### src/rtl/apb_master_q.sv
`default_nettype none
// ============================================================================
//  Module   : apb_master_q
//  Purpose  : APB master with a command queue, one-hot PSEL decode across
//             NSLV completers, back-to-back transfers, ACCESS timeout and a
//             buffered valid/ready response stream.
//  Revision : 1.0  initial release
// ============================================================================
module apb_master_q #(
  parameter  int DW     = 32,
  parameter  int AW     = 16,
  parameter  int NSLV   = 4,
  parameter  int DEPTH  = 4,
  parameter  int TO_CYC = 256,
  localparam int SW     = DW / 8,
  localparam int CW     = 1 + SW + DW + AW,
  localparam int RW     = 2 + DW
) (
  input  logic            pclk,
  input  logic            preset,
  input  logic [CW-1:0]   i_cmd,
  input  logic            i_valid,
  output logic            o_ready,
  output logic [RW-1:0]   o_resp,
  output logic            o_resp_valid,
  input  logic            i_resp_ready,
  output logic [AW-1:0]   o_paddr,
  output logic            o_pwrite,
  output logic [NSLV-1:0] o_psel,
  output logic            o_penable,
  output logic [DW-1:0]   o_pwdata,
  output logic [SW-1:0]   o_pstrb,
  input  logic [DW-1:0]   i_prdata,
  input  logic            i_pslverr,
  input  logic            i_pready,
  output logic            o_busy
);

  localparam int SLW  = (NSLV > 1) ? $clog2(NSLV) : 1;
  localparam int PW   = $clog2(DEPTH);
  localparam int CNTW = PW + 1;
  localparam int TCW  = (TO_CYC > 1) ? $clog2(TO_CYC) : 1;
  localparam logic [TCW-1:0] TO_LAST = TCW'((TO_CYC > 0) ? TO_CYC - 1 : 0);

  typedef enum logic [1:0] {S_IDLE = 2'd0, S_SETUP = 2'd1, S_ACCESS = 2'd2} state_t;

  state_t state;
  logic [TCW-1:0] to_cnt;

  // command queue storage and pointers
  logic [CW-1:0]   cmd_mem [DEPTH];
  logic [PW-1:0]   cmd_wr, cmd_rd;
  logic [CNTW-1:0] cmd_cnt;

  // response queue storage and pointers
  logic [RW-1:0]   resp_mem [DEPTH];
  logic [PW-1:0]   resp_wr, resp_rd;
  logic [CNTW-1:0] resp_cnt;

  logic            cmd_push, cmd_pop, resp_push, resp_pop;
  logic [RW-1:0]   resp_din;
  logic            issue, done, tmo, credit;
  logic [CNTW-1:0] resp_after;

  // head-of-queue fields
  logic [CW-1:0]   head;
  logic [AW-1:0]   head_addr;
  logic [DW-1:0]   head_wdata;
  logic [SW-1:0]   head_strb;
  logic            head_write;
  logic [SLW-1:0]  head_idx;
  logic            head_err;
  logic [NSLV-1:0] psel_next;

  assign head       = cmd_mem[cmd_rd];
  assign head_addr  = head[AW-1:0];
  assign head_wdata = head[AW +: DW];
  assign head_strb  = head[AW+DW +: SW];
  assign head_write = head[CW-1];

  // Slave index comes from the top address bits; an out-of-range index is
  // only possible when NSLV is not a power of two.
  generate
    if (NSLV == 1) begin : g_one_slave
      assign head_idx = '0;
      assign head_err = 1'b0;
    end else if ((1 << SLW) > NSLV) begin : g_partial_decode
      assign head_idx = head_addr[AW-1 -: SLW];
      assign head_err = (head_idx >= SLW'(NSLV));
    end else begin : g_full_decode
      assign head_idx = head_addr[AW-1 -: SLW];
      assign head_err = 1'b0;
    end
  endgenerate

  assign psel_next    = NSLV'(1) << head_idx;
  assign o_ready      = (cmd_cnt != CNTW'(DEPTH));
  assign o_resp_valid = (resp_cnt != '0);
  assign o_resp       = resp_mem[resp_rd];
  assign o_busy       = (cmd_cnt != '0) || (state != S_IDLE);

  assign cmd_push = i_valid && o_ready;
  assign resp_pop = o_resp_valid && i_resp_ready;
  assign done     = (state == S_ACCESS) && i_pready;
  assign tmo      = (state == S_ACCESS) && !i_pready && (TO_CYC != 0) && (to_cnt == TO_LAST);

  // Credit: a new transfer needs a free response slot after this cycle's
  // completion push and consumer pop have been accounted for.
  assign resp_after = resp_cnt + CNTW'(done || tmo) - CNTW'(resp_pop);
  assign credit     = (resp_after < CNTW'(DEPTH));

  // Decide completions, head pops, decode-error responses and new issues
  always_comb begin
    cmd_pop   = 1'b0;
    resp_push = 1'b0;
    resp_din  = '0;
    issue     = 1'b0;
    if (done) begin
      resp_push = 1'b1;
      resp_din  = {1'b0, i_pslverr, (o_pwrite ? {DW{1'b0}} : i_prdata)};
    end else if (tmo) begin
      resp_push = 1'b1;
      resp_din  = {2'b11, {DW{1'b0}}};
    end
    if ((cmd_cnt != '0) && credit) begin
      if (state == S_IDLE) begin
        cmd_pop = 1'b1;
        if (head_err) begin
          resp_push = 1'b1;
          resp_din  = {2'b01, {DW{1'b0}}};
        end else begin
          issue = 1'b1;
        end
      end else if (done && !head_err) begin
        cmd_pop = 1'b1;
        issue   = 1'b1;
      end
    end
  end

  // APB state machine with registered bus outputs
  always_ff @(posedge pclk or posedge preset) begin
    if (preset) begin
      state     <= S_IDLE;
      to_cnt    <= '0;
      o_psel    <= '0;
      o_penable <= 1'b0;
      o_paddr   <= '0;
      o_pwrite  <= 1'b0;
      o_pwdata  <= '0;
      o_pstrb   <= '0;
    end else begin
      case (state)
        S_IDLE: begin
        end
        S_SETUP: begin
          o_penable <= 1'b1;
          to_cnt    <= '0;
          state     <= S_ACCESS;
        end
        S_ACCESS: begin
          if (done || tmo) begin
            o_psel    <= '0;
            o_penable <= 1'b0;
            state     <= S_IDLE;
          end else begin
            to_cnt <= to_cnt + TCW'(1);
          end
        end
        default: state <= S_IDLE;
      endcase
      // A new transfer (from IDLE or back-to-back) overrides the above
      if (issue) begin
        state     <= S_SETUP;
        o_psel    <= psel_next;
        o_penable <= 1'b0;
        o_paddr   <= head_addr;
        o_pwrite  <= head_write;
        o_pwdata  <= head_wdata;
        o_pstrb   <= head_write ? head_strb : {SW{1'b0}};
      end
    end
  end

  // Queue pointers and occupancy counters
  always_ff @(posedge pclk or posedge preset) begin
    if (preset) begin
      cmd_wr   <= '0;
      cmd_rd   <= '0;
      cmd_cnt  <= '0;
      resp_wr  <= '0;
      resp_rd  <= '0;
      resp_cnt <= '0;
    end else begin
      if (cmd_push)  cmd_wr  <= cmd_wr + PW'(1);
      if (cmd_pop)   cmd_rd  <= cmd_rd + PW'(1);
      if (resp_push) resp_wr <= resp_wr + PW'(1);
      if (resp_pop)  resp_rd <= resp_rd + PW'(1);
      cmd_cnt  <= cmd_cnt + CNTW'(cmd_push) - CNTW'(cmd_pop);
      resp_cnt <= resp_cnt + CNTW'(resp_push) - CNTW'(resp_pop);
    end
  end

  // Queue storage writes (contents need no reset; occupancy gates reads)
  always_ff @(posedge pclk) begin
    if (cmd_push)  cmd_mem[cmd_wr]   <= i_cmd;
    if (resp_push) resp_mem[resp_wr] <= resp_din;
  end

endmodule
`default_nettype wire

### config.mk
export PLATFORM = sky130hd
export DESIGN_NAME = apb_master_q
export DESIGN_NICKNAME = d
export VERILOG_FILES = /design/src/rtl/apb_master_q.sv
export SDC_FILE = /design/constraint.sdc
export NUM_CORES = 1
export LEC_CHECK = 0
export ABC_CLOCK_PERIOD_IN_PS = 5600
export CAP_MARGIN = 20
export CORE_MARGIN = 2
export CORE_UTILIZATION = 50
export CTS_BUF_LIST = sky130_fd_sc_hd__clkbuf_4
export CTS_CLUSTER_DIAMETER = 80
export CTS_CLUSTER_SIZE = 16
export DETAILED_ROUTE_END_ITERATION = 12
export PLACE_DENSITY = 0.72
export SKIP_LAST_GASP = 1
export SYNTH_ARGS = -nofsm -noshare
export SYNTH_HDL_FRONTEND = slang
export SYNTH_SLANG_ARGS = --single-unit
### constraint.sdc
create_clock -name pclk -period 5.6 [get_ports pclk]
set_clock_uncertainty 0.1 [all_clocks]
set_input_delay 0.56 -clock pclk [delete_from_list [all_inputs] [get_ports pclk]]
set_output_delay 0.56 -clock pclk [all_outputs]
set_load 0.01 [all_outputs]
==> run_1/congestion_map.png <==
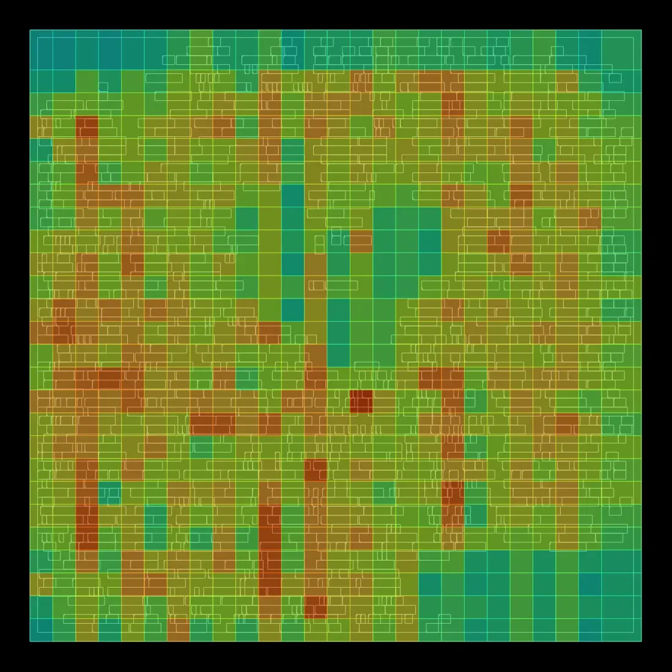
wire per inst: 19.7 um
GRT Total Usage: 18.1%

==> run_1/m3.png <==
Cells faint in the background.
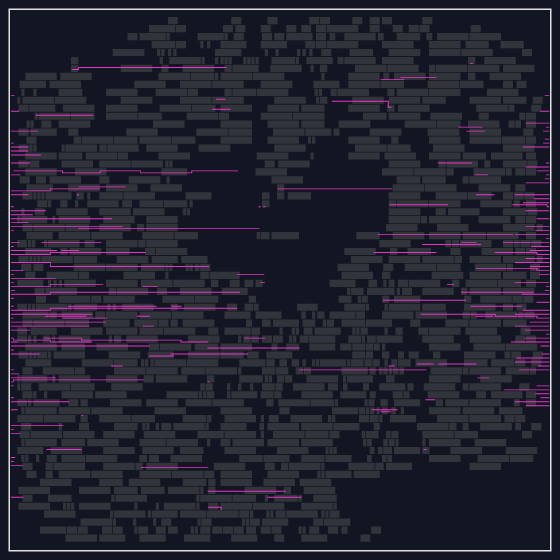
- main direction: horizontal
- longest straight run: 64.6 um
vias post-DR: 8060
final wirelength: 30.1 mm
GR Layer Usage met3: 4.19%

==> run_1/sizing.png <==
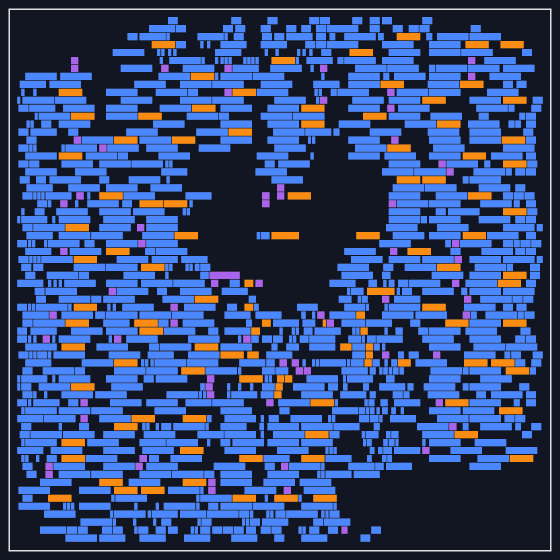
- x2: orange (cells 106)
- x1 and smaller: blue (cells 907)
- x3 and x4: purple (cells 69)
Layout area overhead: 16.9%
Non-clock buffers: 198
final setup margin: 1150 ps
Design Area, Final: 19100 um^2

==> run_1/clock_wires.png <==
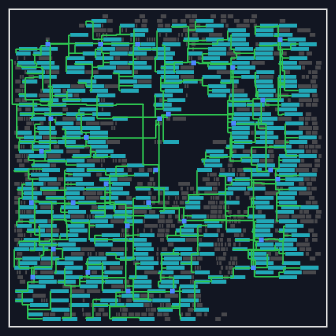
- clock wires: green (length 4390 um)
- flip-flops: cyan (count 430)
- clock-net drivers: blue (count 30)
- flops lie: all over the die
Clk network pwr share: 14.2%
Clock group: 1.34 mW
worst skew pair latency: 750 ps

==> run summary, run 1 <==
flow finished, numbers: hold_buf cts 1, worst ir drop on vdd 0.000346 V, chip area 34100 um^2, Syn. warnings 0, die width 185 um, EDFF count, synth 348, reg2reg start to_cnt[0]$_DFFE_PP0P_, Adder Area Share 1.24%, Area leader share 64.1%, yosys aoi share 0.814%, Pint 6.32 mW, fin. max-slew vios 0, seq_cells 430, Crit. End Element flip-flop, Register Area 12500 um^2, Root Buffer clkbuf_4, most flop-heavy register cmd_mem, Ports 186, Largest cell class registers, pin count of the biggest net entering global routing 64, fill count 2410, switching pwr 3.09 mW, final setup fails 0, yosys cell count 866, RSZ-0062 raised after global routing no, Clock Sinks 430, Min-Delay Path Class in2reg, Mean Syn Cell Area 18.8 um^2, grt ovf 0, commonest non-fill, non-tap cells in the layout 348 x edfxtp_1, 185 x clkdlybuf4s50_1, 164 x nand2_1, 87 x mux4_2, 79 x dfrtp_1, met2 Usage GRT 29.7%, area fraction in mux cells 12.2%, Yosys Chip Area 16300 um^2, sequential power share 49.3%, FF-to-FF path depth 18, Final min period 4450 ps, Buf/Inv on CP 4, Slew @ Worst Pin 1090 ps, Place WS 861 ps, R2R Setup Slk 1150 ps, Init Core Util 50.5%, met3 wire len 2.22 mm, final-layout clock buffer total 55, hold path startpoint i_cmd[7], Antenna Cells 2, area of placed instances 18600 um^2, XOR Share, Synth 0.622%, Setup CP Type reg2reg, first-pass GRT wire length 46.9 mm, Cell Type Count 40, CP cell instances ha_1 > nand3_1 > nor2_1 > o21a_1 > inv_1 > ha_1 > inv_1 > ha_1 > fa_1 > xnor3_1 > or4_2 > inv_2 > ha_1 > inv_1 > ha_1 > fa_1 > xnor2_1 > xnor2_1, top cells, area edfxtp_1 64%, dfrtp_1 13%, mux4_2 12%, count of non-CTS inverters in the layout 17, cell count along the critical path 18, Final Cycle Share 79.5%, vias in the first global route 8199, P per Cell Area 494 nW/um^2, cts repair resizes 0, reg-to-reg endpoint cmd_cnt[2]$_DFF_PP0_, hold path cells 1, Clk pin slew, worst setup/hold paths 170 ps, top comb family, area multiplexers, Top Metal Used met5, Vias/cell 5.28, asr flop ratio synth 19.1%, Crit path max-delay family adder cells, drt pass-1 iters 4, Sw Ratio 32.8%, layout cells sized above 1 16.2%, num tapcells 442, CP max stage delay 650 ps, status completed, Top Registers cmd_mem: 212 flops, resp_mem: 136 flops, o_pwdata: 32 flops, max FFs per register 212, most frequent cell after synthesis edfxtp_1, final core utilization 59.0%, Seq. pwr 4.64 mW, CP max stage cell or4_2, WP data arrival 5040 ps, cell area after synthesis 16300 um^2, initial antenna violation count 3, Comb pwr share 36.5%, Comb area 3550 um^2, RePlAce Congestion 0.733, total power 9.41 mW, combinational share of cell area 18.6%, Clock Path Buffers 3, cell taking the most area after synthesis edfxtp_1, DRC 0, Inst Count DP 1467, WL met1 12.9 mm, Slew Limit Headroom 27.4%, Syn Nets 972, Simple-Gate Fraction of Synth Area 6.85%, non-filler instance count after layout 1526, Post CTS Setup Buffer Count 0, met1 usage 25.2%, Startpoint Class flip-flop, Seq/total area 65.7%, Port Buffers 185, area share of buffers outside the clock network 10.2%, CP Launch Point to_cnt[0]$_DFFE_PP0P_, hold path endpoint cmd_mem[0][7]$_DFFE_PP_, Clock Network Area Fraction 2.19%, register share after synthesis 76.7%, number of core rows 66, Gate Count Post-Synth 866, Main synth FF type edfxtp_1, GR peak layer met2, max_cap viols 0, die height 185 um, First DRT Iteration DRCs 542, CTS tree yes, CTS H-tree lvls 1, final hold slack 324 ps, most frequent logic cell in the layout edfxtp_1, count of final hold-check violations 0, mi-comb count 381, CP Max Fanout 8, cts bufs inserted 30, Leakage 6.78 nW, most frequent cell on the critical path ha_1, CP Capture Point cmd_cnt[2]$_DFF_PP0_, Final TNS setup 0 ps, Tool Warnings 32, number of antenna-violating nets in the routed design 0, DPL Wire Length 18.2 mm, Fmax 225 MHz
==> run 2: changes to the inputs <==
--- a/config.mk
+++ b/config.mk
@@ -5,7 +5,7 @@
 export SDC_FILE = /design/constraint.sdc
 export NUM_CORES = 1
 export LEC_CHECK = 0
-export ABC_CLOCK_PERIOD_IN_PS = 5600
+export ABC_CLOCK_PERIOD_IN_PS = 3600
 export CAP_MARGIN = 20
 export CORE_MARGIN = 2
 export CORE_UTILIZATION = 50
@@ -13,7 +13,7 @@
 export CTS_CLUSTER_DIAMETER = 80
 export CTS_CLUSTER_SIZE = 16
 export DETAILED_ROUTE_END_ITERATION = 12
-export PLACE_DENSITY = 0.72
+export PLACE_DENSITY = 0.75
 export SKIP_LAST_GASP = 1
 export SYNTH_ARGS = -nofsm -noshare
 export SYNTH_HDL_FRONTEND = slang
==> constraint.sdc (replaced) <==
create_clock -name pclk -period 3.6 [get_ports pclk]
set_clock_uncertainty 0.1 [all_clocks]
set_input_delay 0.36 -clock pclk [delete_from_list [all_inputs] [get_ports pclk]]
set_output_delay 0.36 -clock pclk [all_outputs]
set_load 0.01 [all_outputs]
==> run_2/sizing.png <==
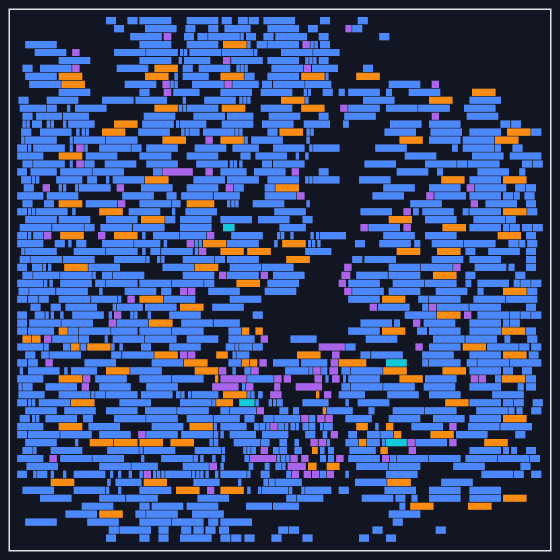
Design Area, Final: 19500 um^2
Layout area overhead: 19.4%

==> run_2/congestion_map.png <==
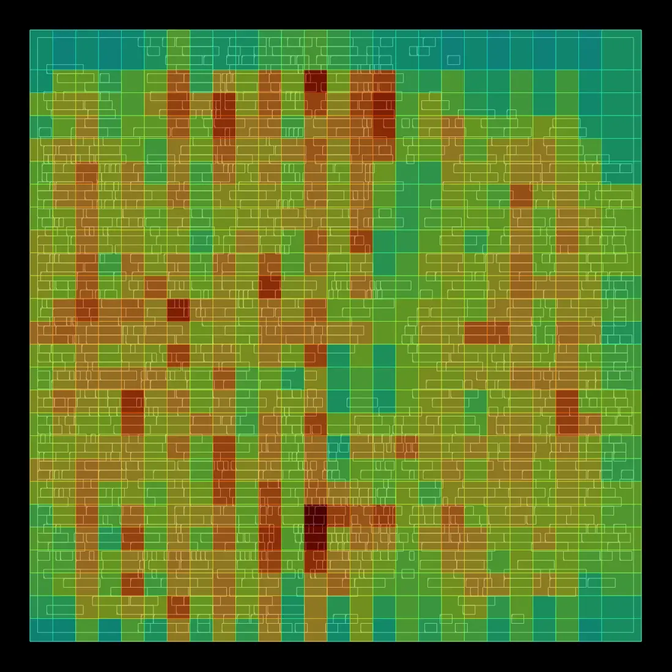
final core utilization: 60.2%
met1 usage: 25.0%
met2 Usage GRT: 32.4%

==> run 2 against run 1 <==
  * Die size stayed put
  * Final cell count is 2.4% higher
  * Worst hold slack worse by 240 ps
  * Maximum frequency is 23% higher
  * Non-clock buffer count is 34 higher
  * Sequential power is 53% higher
  * Synthesized area stayed put
  * The run now ends with negative setup slack left
  * Largest power group unchanged
  * Highest routed layer unchanged
  * Sequential cell count stayed put
  * First-iteration DRC count is 21% higher
==> run summary, run 2 <==
flow finished, numbers: layout cells sized above 1 20.1%, most frequent logic cell in the layout edfxtp_1, CP Capture Point cmd_cnt[2]$_DFF_PP0_, CP max stage delay 510 ps, cell count along the critical path 18, Area leader share 64.1%, commonest non-fill, non-tap cells in the layout 348 x edfxtp_1, 185 x clkdlybuf4s50_1, 164 x nand2_1, 87 x mux4_2, 79 x dfrtp_1, Mean Syn Cell Area 18.8 um^2, CP max stage cell or4_4, final setup fails 1, worst ir drop on vdd 0.000651 V, num tapcells 442, combinational share of cell area 18.8%, count of final hold-check violations 0, met3 wire len 2.33 mm, Clk pin slew, worst setup/hold paths 170 ps, hold path endpoint cmd_mem[2][45]$_DFFE_PP_, Init Core Util 50.5%, CP cell instances ha_4 > nand3_4 > nor2_2 > o21a_2 > inv_2 > ha_4 > inv_2 > ha_4 > fa_2 > xnor3_1 > or4_4 > inv_4 > ha_4 > inv_2 > ha_4 > fa_2 > xnor2_2 > xnor2_1, Setup CP Type reg2reg, most frequent cell on the critical path ha_4, initial antenna violation count 5, worst skew pair latency 790 ps, cts repair resizes 9, seq_cells 430, Clock Network Area Fraction 2.15%, pin count of the biggest net entering global routing 64, yosys cell count 866, Main synth FF type edfxtp_1, Largest cell class registers, Top Metal Used met5, Slew @ Worst Pin 855 ps, Syn. warnings 0, max_cap viols 0, Seq/total area 64.3%, failing checks negative setup slack, area share of buffers outside the clock network 11.5%, reg-to-reg endpoint cmd_cnt[2]$_DFF_PP0_, mi-comb count 381, fin. max-slew vios 0, number of core rows 66, CP Launch Point to_cnt[1]$_DFFE_PP0P_, most frequent cell after synthesis edfxtp_1, WP data arrival 4240 ps, First DRT Iteration DRCs 655, P per Cell Area 772 nW/um^2, Place WS -354 ps, Vias/cell 5.33, Clock group 2.08 mW, Clock Path Buffers 3, Post CTS Setup Buffer Count 2, Adder Area Share 1.24%, non-filler instance count after layout 1563, Syn Nets 972, GR Layer Usage met3 4.21%, chip area 34100 um^2, FF-to-FF path depth 18, cts bufs inserted 30, Slew Limit Headroom 43.0%, yosys aoi share 0.814%, Tool Warnings 35, number of antenna-violating nets in the routed design 0, Min-Delay Path Class in2reg, die height 185 um, Final TNS setup -28.8 ps, final setup margin -28.8 ps, Inst Count DP 1497, area fraction in mux cells 12.2%, GR peak layer met2, most flop-heavy register cmd_mem, Root Buffer clkbuf_4, final hold slack 82.6 ps, Startpoint Class flip-flop, RSZ-0062 raised after global routing yes, EDFF count, synth 348, Sw Ratio 32.8%, cell area after synthesis 16300 um^2, register share after synthesis 76.7%, hold path startpoint i_cmd[45], max FFs per register 212, grt ovf 0, Ports 186, top comb family, area multiplexers, hold path cells 1, Top Registers cmd_mem: 212 flops, resp_mem: 136 flops, o_pwdata: 32 flops, Port Buffers 185, final-layout clock buffer total 54, WL met1 12.9 mm, fill count 2365, Simple-Gate Fraction of Synth Area 6.85%, CTS tree yes, reg2reg start to_cnt[1]$_DFFE_PP0P_, Crit path max-delay family adder cells, Cell Type Count 40, XOR Share, Synth 0.622%, Final Cycle Share 101%, status finished with violations, first-pass GRT wire length 49.4 mm, Yosys Chip Area 16300 um^2, Non-clock buffers 232, sequential power share 47.4%, Final min period 3630 ps, Gate Count Post-Synth 866, switching pwr 4.93 mW, DPL Wire Length 20.1 mm, count of non-CTS inverters in the layout 17, Fmax 276 MHz, R2R Setup Slk -30 ps, CTS H-tree lvls 1, Register Area 12500 um^2, Clk network pwr share 13.8%, area of placed instances 18900 um^2, final wirelength 31.7 mm, Pint 10.1 mW, asr flop ratio synth 19.1%, total power 15.0 mW, Clock Sinks 430, wire per inst 20.3 um, top cells, area edfxtp_1 64%, dfrtp_1 13%, mux4_2 12%, hold_buf cts 1, Comb pwr share 38.8%, Antenna Cells 5, Buf/Inv on CP 4, cell taking the most area after synthesis edfxtp_1, DRC 0, CP Max Fanout 3, Leakage 6.97 nW, RePlAce Congestion 0.767, vias in the first global route 8818, Comb area 3650 um^2, Crit. End Element flip-flop, GRT Total Usage 19.1%, drt pass-1 iters 5, die width 185 um, Seq. pwr 7.12 mW, vias post-DR 8338
==> run 3: changes to the inputs <==
--- a/config.mk
+++ b/config.mk
@@ -15,6 +15,7 @@
 export DETAILED_ROUTE_END_ITERATION = 12
 export PLACE_DENSITY = 0.75
 export SKIP_LAST_GASP = 1
+export SLEW_MARGIN = 25
 export SYNTH_ARGS = -nofsm -noshare
 export SYNTH_HDL_FRONTEND = slang
 export SYNTH_SLANG_ARGS = --single-unit
==> run_3/clock_wires.png <==
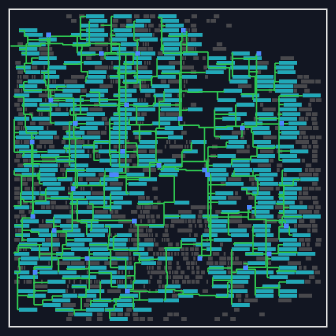
- clock wires: green (length 4420 um)
- clock-net drivers: blue (count 30)
- flip-flops: cyan (count 430)
- routed clock nets: 31
Clk network pwr share: 13.8%
Clock group: 2.08 mW

==> run_3/m3.png <==
Cells faint in the background.
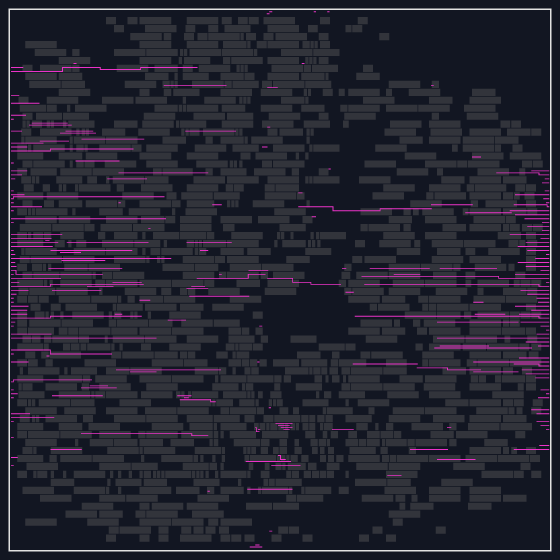
- wire length on this layer: 2330 um
- main direction: horizontal
- share of all routed wire: 7.3%
final wirelength: 31.7 mm
vias post-DR: 8338

==> run 3 against run 2 <==
  * The run still ends with negative setup slack left
  * Largest power group unchanged
  * Count of clock-buffer cells in the layout is the same
  * Utilization is the same
  * Combinational power about the same
  * Register-to-register slack about the same
==> run summary, run 3 <==
flow finished, numbers: hold path startpoint i_cmd[45], status finished with violations, Register Area 12500 um^2, num tapcells 442, Clock Path Buffers 3, Tool Warnings 35, final setup fails 1, Comb pwr share 38.8%, most frequent logic cell in the layout edfxtp_1, combinational share of cell area 18.8%, Root Buffer clkbuf_4, Clk pin slew, worst setup/hold paths 170 ps, Leakage 6.97 nW, Place WS -354 ps, Sw Ratio 32.8%, grt ovf 0, final-layout clock buffer total 54, commonest non-fill, non-tap cells in the layout 348 x edfxtp_1, 185 x clkdlybuf4s50_1, 164 x nand2_1, 87 x mux4_2, 79 x dfrtp_1, CP max stage cell or4_4, Clock Network Area Fraction 2.15%, Fmax 276 MHz, count of non-CTS inverters in the layout 17, hold_buf cts 1, DRC 0, XOR Share, Synth 0.622%, worst skew pair latency 790 ps, met1 usage 25.0%, final core utilization 60.2%, asr flop ratio synth 19.1%, failing checks negative setup slack, CTS tree yes, Vias/cell 5.33, CP Capture Point cmd_cnt[2]$_DFF_PP0_, CP cell instances ha_4 > nand3_4 > nor2_2 > o21a_2 > inv_2 > ha_4 > inv_2 > ha_4 > fa_2 > xnor3_1 > or4_4 > inv_4 > ha_4 > inv_2 > ha_4 > fa_2 > xnor2_2 > xnor2_1, max_cap viols 0, final setup margin -28.8 ps, cell taking the most area after synthesis edfxtp_1, Cell Type Count 40, initial antenna violation count 5, CP Max Fanout 3, number of core rows 66, sequential power share 47.4%, reg-to-reg endpoint cmd_cnt[2]$_DFF_PP0_, hold path cells 1, die width 185 um, chip area 34100 um^2, WP data arrival 4240 ps, area of placed instances 18900 um^2, Mean Syn Cell Area 18.8 um^2, worst ir drop on vdd 0.000651 V, EDFF count, synth 348, Init Core Util 50.5%, FF-to-FF path depth 18, reg2reg start to_cnt[1]$_DFFE_PP0P_, Design Area, Final 19500 um^2, met2 Usage GRT 32.4%, die height 185 um, vias in the first global route 8818, Gate Count Post-Synth 866, total power 15.0 mW, first-pass GRT wire length 49.4 mm, area share of buffers outside the clock network 11.5%, cts bufs inserted 30, Final min period 3630 ps, Syn. warnings 0, Port Buffers 185, GR Layer Usage met3 4.21%, most flop-heavy register cmd_mem, Startpoint Class flip-flop, DPL Wire Length 20.1 mm, switching pwr 4.93 mW, Largest cell class registers, Clock Sinks 430, most frequent cell on the critical path ha_4, Non-clock buffers 232, hold path endpoint cmd_mem[2][45]$_DFFE_PP_, GRT Total Usage 19.1%, Inst Count DP 1497, Comb area 3650 um^2, register share after synthesis 76.7%, Final Cycle Share 101%, yosys aoi share 0.814%, WL met1 12.9 mm, Setup CP Type reg2reg, non-filler instance count after layout 1563
Power and IR drop assume default switching activity.
